===== src/rtl/pipeline_hazard_ctrl.sv =====
// Stall/flush sequencer for the 5-stage pipeline registers.
// Resolves memory wait, taken-branch redirect, mult/div occupancy and
// load-use hazards into per-register hold (stall) and bubble (clear) controls.
// Also keeps a memory-wait watchdog and a saturating stall-cycle counter.
module pipeline_hazard_ctrl #(
    parameter int MD_LATENCY  = 32,
    parameter int MEM_TIMEOUT = 256,
    parameter int CNT_WIDTH   = 32
) (
    input  logic                 clk,
    input  logic                 rst,
    input  logic [4:0]           D_rs,
    input  logic [4:0]           D_rt,
    input  logic                 D_hilo_rd,
    input  logic [4:0]           E_rd,
    input  logic                 E_w_reg_ena,
    input  logic                 E_mem_read,
    input  logic                 E_md_start,
    input  logic                 E_branch_taken,
    input  logic                 M_mem_req,
    input  logic                 M_mem_ack,
    output logic                 F_stall,
    output logic                 D_stall,
    output logic                 E_stall,
    output logic                 M_stall,
    output logic                 W_stall,
    output logic                 D_clear,
    output logic                 E_clear,
    output logic                 M_clear,
    output logic                 W_clear,
    output logic                 md_busy,
    output logic                 mem_timeout,
    output logic [CNT_WIDTH-1:0] perf_stall_cnt
);

    localparam int MDW = $clog2(MD_LATENCY + 1);
    localparam int WDW = $clog2(MEM_TIMEOUT);

    typedef enum logic [0:0] {
        RUN      = 1'b0,
        MEM_WAIT = 1'b1
    } state_t;

    state_t                 state_r;
    logic [MDW-1:0]         md_cnt_r;
    logic [MDW-1:0]         md_cnt_nxt_s;
    logic                   md_busy_r;
    logic [WDW-1:0]         wd_cnt_r;
    logic                   mem_timeout_r;
    logic [CNT_WIDTH-1:0]   perf_cnt_r;

    logic mem_wait_s;
    logic load_use_s;
    logic md_start_s;
    logic f_stall_s, d_stall_s, e_stall_s, m_stall_s, w_stall_s;
    logic d_clear_s, e_clear_s, m_clear_s, w_clear_s;

    // Raw hazard terms evaluated from registered state and current inputs.
    always_comb begin
        mem_wait_s = ((state_r == MEM_WAIT) & ~M_mem_ack) |
                     ((state_r == RUN) & M_mem_req & ~M_mem_ack);
        load_use_s = E_mem_read & E_w_reg_ena & (E_rd != 5'd0) &
                     ((E_rd == D_rs) | (E_rd == D_rt));
    end

    // Priority resolution: one hazard class wins per cycle; nothing asserted in reset.
    always_comb begin
        f_stall_s = 1'b0;
        d_stall_s = 1'b0;
        e_stall_s = 1'b0;
        m_stall_s = 1'b0;
        w_stall_s = 1'b0;
        d_clear_s = 1'b0;
        e_clear_s = 1'b0;
        m_clear_s = 1'b0;
        w_clear_s = 1'b0;
        if (rst) begin
            f_stall_s = 1'b0;
        end else if (mem_wait_s) begin
            // Freeze F..M; bubble into WB so the held MEM instr writes back once.
            f_stall_s = 1'b1;
            d_stall_s = 1'b1;
            e_stall_s = 1'b1;
            m_stall_s = 1'b1;
            w_clear_s = 1'b1;
        end else if (E_branch_taken) begin
            // Decode and fetch contents are wrong-path; squash them.
            d_clear_s = 1'b1;
            e_clear_s = 1'b1;
        end else if (md_busy_r & E_md_start) begin
            // Second mult/div must wait in E for the unit to drain.
            f_stall_s = 1'b1;
            d_stall_s = 1'b1;
            e_stall_s = 1'b1;
            m_clear_s = 1'b1;
        end else if (md_busy_r & D_hilo_rd) begin
            f_stall_s = 1'b1;
            d_stall_s = 1'b1;
            e_clear_s = 1'b1;
        end else if (load_use_s) begin
            f_stall_s = 1'b1;
            d_stall_s = 1'b1;
            e_clear_s = 1'b1;
        end else begin
            f_stall_s = 1'b0;
        end
    end

    // Next mult/div occupancy count: load on an accepted start, else drain.
    always_comb begin
        md_start_s   = E_md_start & ~e_stall_s & ~e_clear_s & ~md_busy_r;
        md_cnt_nxt_s = md_cnt_r;
        if (md_start_s) begin
            md_cnt_nxt_s = MDW'(MD_LATENCY);
        end else if (md_cnt_r != {MDW{1'b0}}) begin
            md_cnt_nxt_s = md_cnt_r - MDW'(1);
        end else begin
            md_cnt_nxt_s = {MDW{1'b0}};
        end
    end

    // Memory-wait FSM with watchdog counter and sticky timeout flag.
    always_ff @(posedge clk) begin
        if (rst) begin
            state_r       <= RUN;
            wd_cnt_r      <= {WDW{1'b0}};
            mem_timeout_r <= 1'b0;
        end else begin
            case (state_r)
                RUN: begin
                    wd_cnt_r <= {WDW{1'b0}};
                    if (M_mem_req & ~M_mem_ack) begin
                        state_r <= MEM_WAIT;
                    end else begin
                        state_r <= RUN;
                    end
                end
                MEM_WAIT: begin
                    if (wd_cnt_r != WDW'(MEM_TIMEOUT - 1)) begin
                        wd_cnt_r <= wd_cnt_r + WDW'(1);
                    end else begin
                        wd_cnt_r <= wd_cnt_r;
                    end
                    if (wd_cnt_r >= WDW'(MEM_TIMEOUT - 2)) begin
                        mem_timeout_r <= 1'b1;
                    end else begin
                        mem_timeout_r <= mem_timeout_r;
                    end
                    if (M_mem_ack) begin
                        state_r <= RUN;
                    end else begin
                        state_r <= MEM_WAIT;
                    end
                end
                default: begin
                    state_r  <= RUN;
                    wd_cnt_r <= {WDW{1'b0}};
                end
            endcase
        end
    end

    // Mult/div occupancy counter and its registered busy flag.
    always_ff @(posedge clk) begin
        if (rst) begin
            md_cnt_r  <= {MDW{1'b0}};
            md_busy_r <= 1'b0;
        end else begin
            md_cnt_r  <= md_cnt_nxt_s;
            md_busy_r <= (md_cnt_nxt_s != {MDW{1'b0}});
        end
    end

    // Saturating count of cycles in which the PC was held.
    always_ff @(posedge clk) begin
        if (rst) begin
            perf_cnt_r <= {CNT_WIDTH{1'b0}};
        end else if (f_stall_s && (perf_cnt_r != {CNT_WIDTH{1'b1}})) begin
            perf_cnt_r <= perf_cnt_r + CNT_WIDTH'(1);
        end else begin
            perf_cnt_r <= perf_cnt_r;
        end
    end

    assign F_stall        = f_stall_s;
    assign D_stall        = d_stall_s;
    assign E_stall        = e_stall_s;
    assign M_stall        = m_stall_s;
    assign W_stall        = w_stall_s;
    assign D_clear        = d_clear_s;
    assign E_clear        = e_clear_s;
    assign M_clear        = m_clear_s;
    assign W_clear        = w_clear_s;
    assign md_busy        = md_busy_r;
    assign mem_timeout    = mem_timeout_r;
    assign perf_stall_cnt = perf_cnt_r;

endmodule


===== config.mk =====
export PLATFORM = sky130hd
export DESIGN_NAME = pipeline_hazard_ctrl
export DESIGN_NICKNAME = d
export VERILOG_FILES = /design/src/rtl/pipeline_hazard_ctrl.sv
export SDC_FILE = /design/constraint.sdc
export NUM_CORES = 1
export LEC_CHECK = 0
export ABC_AREA = 1
export CORE_MARGIN = 4
export CORE_UTILIZATION = 50
export CTS_CLUSTER_DIAMETER = 100
export DETAILED_ROUTE_END_ITERATION = 16
export PLACE_DENSITY = 0.79
export SYNTH_ARGS = -nofsm -noshare
export SYNTH_HDL_FRONTEND = slang
export SYNTH_SLANG_ARGS = --single-unit

===== constraint.sdc =====
create_clock -name clk -period 3 [get_ports clk]
set_clock_uncertainty 0.1 [all_clocks]
set_input_delay 0.9 -clock clk [delete_from_list [all_inputs] [get_ports clk]]
set_output_delay 0.9 -clock clk [all_outputs]
set_load 0.01 [all_outputs]

Fig. 1: run 1, placement view
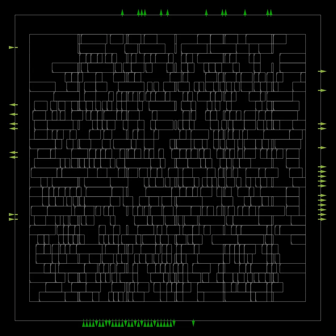
fillers: 552
Tapcell Cnt: 75
fin util: 66.5%
non-filler cells, final: 636

Fig. 2: run 1, signal wires by layer
(6 px per µm) Two of the layers only.
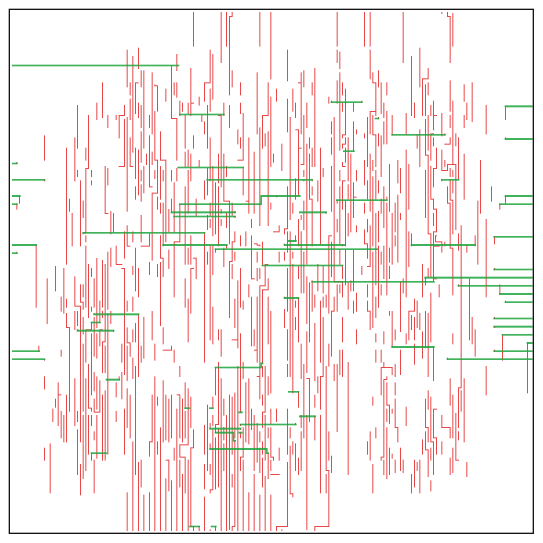
color	layer	wire length
red	metal 2	4040 µm
green	metal 3	454 µm
routed length per placed instance: 13.6 µm
vias: 3383
GRT Overall Usage: 23.3%

==> qor.txt, run 1 <==
Post-synthesis cell type count: 31
Hold_sp: wd_cnt_r[7]
CP Launch Point: rst
H-tree depth: 2
Placed cell areas: 3890 µm²
Aoi share: 8.96%
Register area: 981 µm²
Reg-to-Reg End: perf_stall_cnt[31]
Worst Setup Start Kind: primary input
Grt met1 use: 30.9%
R2R cell count: 12
Leakage power: 1.62 nW
Most frequent cells in the layout: 124 x nand2_1, 52 x nand3_1, 51 x nor2_1, 49 x dfxtp_1, 48 x inv_1
Hold Violations, Final: 0
Gr busiest metal: met2
Count leader, synth: nand2_1
ANT nets after route: 0
CP cell instances: clkdlybuf4s50_1 > buf_4 > nor2_2 > clkdlybuf4s15_2
Worst min path class: register to register
Highest routed layer: met4
TritonCTS clock tree: done
Max reg flops: 32
Die Wd: 87.1 µm
P per Cell Area: 394 nW/µm²
Hold_buf cts: 0
Worst Hold End: wd_cnt_r[7]
IO Count: 67
Synthesized flop and latch total: 49
Crit path kind: primary input to primary output
Post-synth EDFFs: 0
Post-CTS Resized: 67
Status: completed
Yosys xor share: 9.24%
Total CTS buffers: 5
GR Overflow Total: 0
Peak supply drop: 435 µV
Floorplan Utilization: 52.2%
DRC: 0
Critical Path Stages: 4
Initial DRT Pass Iterations: 5
Port-buffer cells: 65
Family with the most delay on the worst path: buffers and inverters
Core box area: 5990 µm²
DIE HEIGHT: 87.1 µm
Synth area leader: dfxtp_1
Layout Nets: 589
Top cells by count: 128 x nand2_1, 55 x nor2_1, 53 x nand3_1
Critical path endpoint: W_clear
Largest fanout on the critical path: 15
Register area share after synthesis: 31.3%
Adder-Cell Fraction of Synth Area: 2.00%
Arr. time, crit path: 1.95 ns
Area leader share: 31.3%
Reg2reg start: perf_stall_cnt[0]
Clk root buf: clkbuf_8
Crit end category: primary output
Vias in the first global route: 3153
First-pass GRT wire length: 14400 µm
Iter 0 DRT Violations: 182
Worst-path clk slew: 0.09 ns
Routed met1 length: 3970 µm
CTS Sinks: 49
Number of vias per cell: 5.32
Mapped cell area: 3130 µm²
Ys cells: 490
DP HPWL: 6660 µm
Fmax achieved: 339 MHz
GP Congestion: 0.964
Chip area: 7590 µm²
Antenna violations before repair: 0
Top cell excl fill/tap: nand2_1
Syn Area/Cell: 6.39 µm²
CP peak stage delay: 0.45 ns
Layout cells sized above 1: 11.2%
Fig. 3: run 1, sizing map
(6 px per µm)
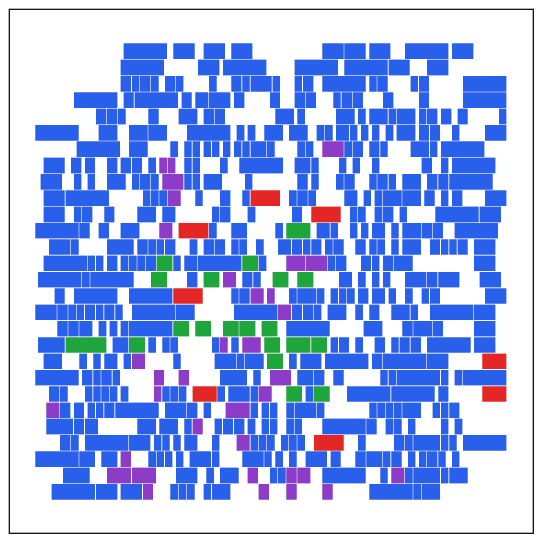
color	size	cells	share	most used
red	_6 and larger	8	1.4%	clkbuf_8
green	_3 and _4 cells	20	3.6%	buf_4
purple	_2 cells	35	6.2%	clkbuf_2
blue	_0 and _1 cells	498	89%	nand2_1
area delta synth->final: 27.4%
Design Area, Final: 3990 µm²
Setup WS post-layout: 0.0523 ns

run 1: final cells by class:
class	count	area share, %
multi-input combinational	369	47.6
sequential	49	24.6
timing repair buffer	82	18.5
inverter	53	4.99
tap	75	2.35
clock buffer	8	2.01
run 1: where the power goes:
group / leakage, nW / switching, mW / internal, mW
clock network: 0.0395 / 0.216 / 0.166
registers: 0.397 / 0.0353 / 0.688
logic: 1.18 / 0.272 / 0.193
run 1: through the flow:
stage	utilization (%)	setup slack [ns]	hold slack, ns
2_1_floorplan	-	0.0739	0.322
3_3_place_gp	65.0	-0.669	0.346
3_5_place_dp	65.0	-0.732	0.360
4_1_cts	66.8	0.00931	0.373
5_1_grt	66.5	-0.00484	0.393
6_report	66.5	0.0523	0.370
==> run 1 -> run 2 <==
--- a/config.mk
+++ b/config.mk
@@ -5,12 +5,11 @@
 export SDC_FILE = /design/constraint.sdc
 export NUM_CORES = 1
 export LEC_CHECK = 0
-export ABC_AREA = 1
 export CORE_MARGIN = 4
-export CORE_UTILIZATION = 50
+export CORE_UTILIZATION = 49
 export CTS_CLUSTER_DIAMETER = 100
 export DETAILED_ROUTE_END_ITERATION = 16
-export PLACE_DENSITY = 0.79
+export PLACE_DENSITY = 0.8
 export SYNTH_ARGS = -nofsm -noshare
 export SYNTH_HDL_FRONTEND = slang
 export SYNTH_SLANG_ARGS = --single-unit
Fig. 4: run 2, port wiring
(3 px per µm)
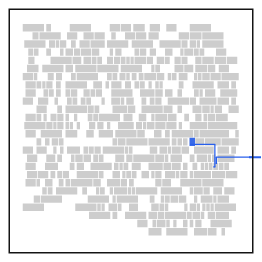
color	port	direction	edge	end cells	buffers	wire
blue	E_stall	output	right	1	1	30.2 µm
IO Count: 67
Port-buffer cells: 65

==> qor.txt, run 2 <==
Antenna violations before repair: 0 (unchanged)
Dominant kind of cell: logic gates (unchanged)
Vias: 2711 (was 3383)
P per Cell Area: 419 nW/µm² (was 394 nW/µm²)
GRT Overall Usage: 21.7% (was 23.3%)
Family with the most delay on the worst path: AND-OR/OR-AND gates (was buffers and inverters)
Setup WS post-layout: -0.0804 ns (was 0.0523 ns)
Clk root buf: clkbuf_8 (unchanged)
Routed length per placed instance: 14.2 µm (was 13.6 µm)
Number of vias per cell: 5.60 (was 5.32)
First-pass GRT wire length: 11300 µm (was 14400 µm)
Arr. time, crit path: 2.08 ns (was 1.95 ns)
Synthesized flop and latch total: 49 (unchanged)
Design Area, Final: 3650 µm² (was 3990 µm²)
Most frequent cells in the layout: 49 x dfxtp_1, 35 x nor2_1, 35 x clkdlybuf4s50_1, 33 x nand2_1, 28 x a21oi_1 (was 124 x nand2_1, 52 x nand3_1, 51 x nor2_1, 49 x dfxtp_1, 48 x inv_1)
DIE HEIGHT: 80.7 µm (was 87.1 µm)
Initial DRT Pass Iterations: 4 (was 5)
Area delta synth->final: 40.8% (was 27.4%)
Floorplan Utilization: 50.7% (was 52.2%)
Largest fanout on the critical path: 3 (was 15)
Total CTS buffers: 5 (unchanged)
Crit path kind: primary input to primary output (unchanged)
Clock group share of total power: 24.7% (was 24.4%)
Worst-path clk slew: 0.08 ns (was 0.09 ns)
Layout cells sized above 1: 18.8% (was 11.2%)
Status: complete, but fails checks (was completed)
GP Congestion: 0.851 (was 0.964)
Fin Hold WS: 0.371 ns (was 0.370 ns)
Area leader share: 37.9% (was 31.3%)
Internal Dissipation: 1.06 mW (was 1.05 mW)
Bufs w/o clock: 90 (was 82)
Count leader, synth: dfxtp_1 (was nand2_1)
Registers: 49 (unchanged)
Core box area: 5110 µm² (was 5990 µm²)
P_seq: 0.734 mW (was 0.723 mW)
CP cell instances: buf_2 > xnor2_2 > nand3_2 > o22a_1 > o41a_1 > inv_2 > buf_6 (was clkdlybuf4s50_1 > buf_4 > nor2_2 > clkdlybuf4s15_2)
Fin util: 71.4% (was 66.5%)
ANT nets after route: 0 (unchanged)
Non-Clock Inverter Count: 8 (was 53)
Iter 0 DRT Violations: 118 (was 182)
Final non-clock buffer share: 22.5% (was 18.5%)
CP peak stage delay: 0.35 ns (was 0.45 ns)
CP Launch Point: D_rt[1] (was rst)
Layout Nets: 442 (was 589)
GR Overflow Total: 0 (unchanged)
Synth area leader: dfxtp_1 (unchanged)
Ys cells: 329 (was 490)
Failing checks: negative setup slack
Vias in the first global route: 2533 (was 3153)
Clock buffer count: 6 (was 8)
Top cells by count: 49 x dfxtp_1, 35 x nor2_1, 33 x nand2_1 (was 128 x nand2_1, 55 x nor2_1, 53 x nand3_1)
Combinational share of cell area: 45.1% (was 47.6%)
DP HPWL: 5040 µm (was 6660 µm)
Leakage power: 1.34 nW (was 1.62 nW)
Register area share after synthesis: 37.9% (was 31.3%)
Gate power share: 27.3% (was 29.6%)
Reg2reg start: perf_stall_cnt[1] (was perf_stall_cnt[0])
Final setup violation count: 3 (was 0)
Register area: 981 µm² (unchanged)
Top cell excl fill/tap: dfxtp_1 (was nand2_1)
Clk power: 0.377 mW (was 0.383 mW)
Post-synthesis cell type count: 46 (was 31)
Sequential Power Share: 48.0% (was 46.0%)
Worst slack, placed: -1.01 ns (was -0.732 ns)
CTS Sinks: 49 (unchanged)
Flop share of the area: 26.9% (was 24.6%)
Mapped cell area: 2590 µm² (was 3130 µm²)
Hold_buf cts: 0 (unchanged)
Chip area: 6510 µm² (was 7590 µm²)
Fillers: 412 (was 552)
Peak supply drop: 213 µV (was 435 µV)
Syn Area/Cell: 7.87 µm² (was 6.39 µm²)
Tapcell Cnt: 70 (was 75)
Non-filler cells, final: 484 (was 636)
Psw: 0.466 mW (was 0.524 mW)
H-tree depth: 2 (unchanged)
Die Wd: 80.7 µm (was 87.1 µm)
Post-synth EDFFs: 0 (unchanged)
[run 2: cells by family (layout without fill, tap and decap cells)]
logic type,Yosys count,count (layout),synth area share (%)
adders and majority gates,5,5,2.42
AOI/OAI and AO/OA,73,73,16.6
and+or+nand+nor,157,157,31.1
muxes,5,5,2.13
xor gates and xnor gates,18,18,6.09
DFF,49,49,37.9
buffers and inverters,21,106,3.67
other,1,1,0.145
[run 2: metal layers]
| metal | wire length [µm] | track usage, % |
|---|---|---|
| met1 | 3090 | 27.8 |
| met5 | 0 | 0 |
| met2 | 3290 | 36.9 |
| met4 | 55 | 6.59 |
| met3 | 438 | 4.15 |
[run 2: worst paths after layout]
kind	depth (start not counted)	to
setup / recovery	7	F_stall
hold / removal	1	md_cnt_r[0]
setup reg to reg	7	perf_stall_cnt[30]
hold reg to reg	1	md_cnt_r[0]
Power and IR drop assume default switching activity.
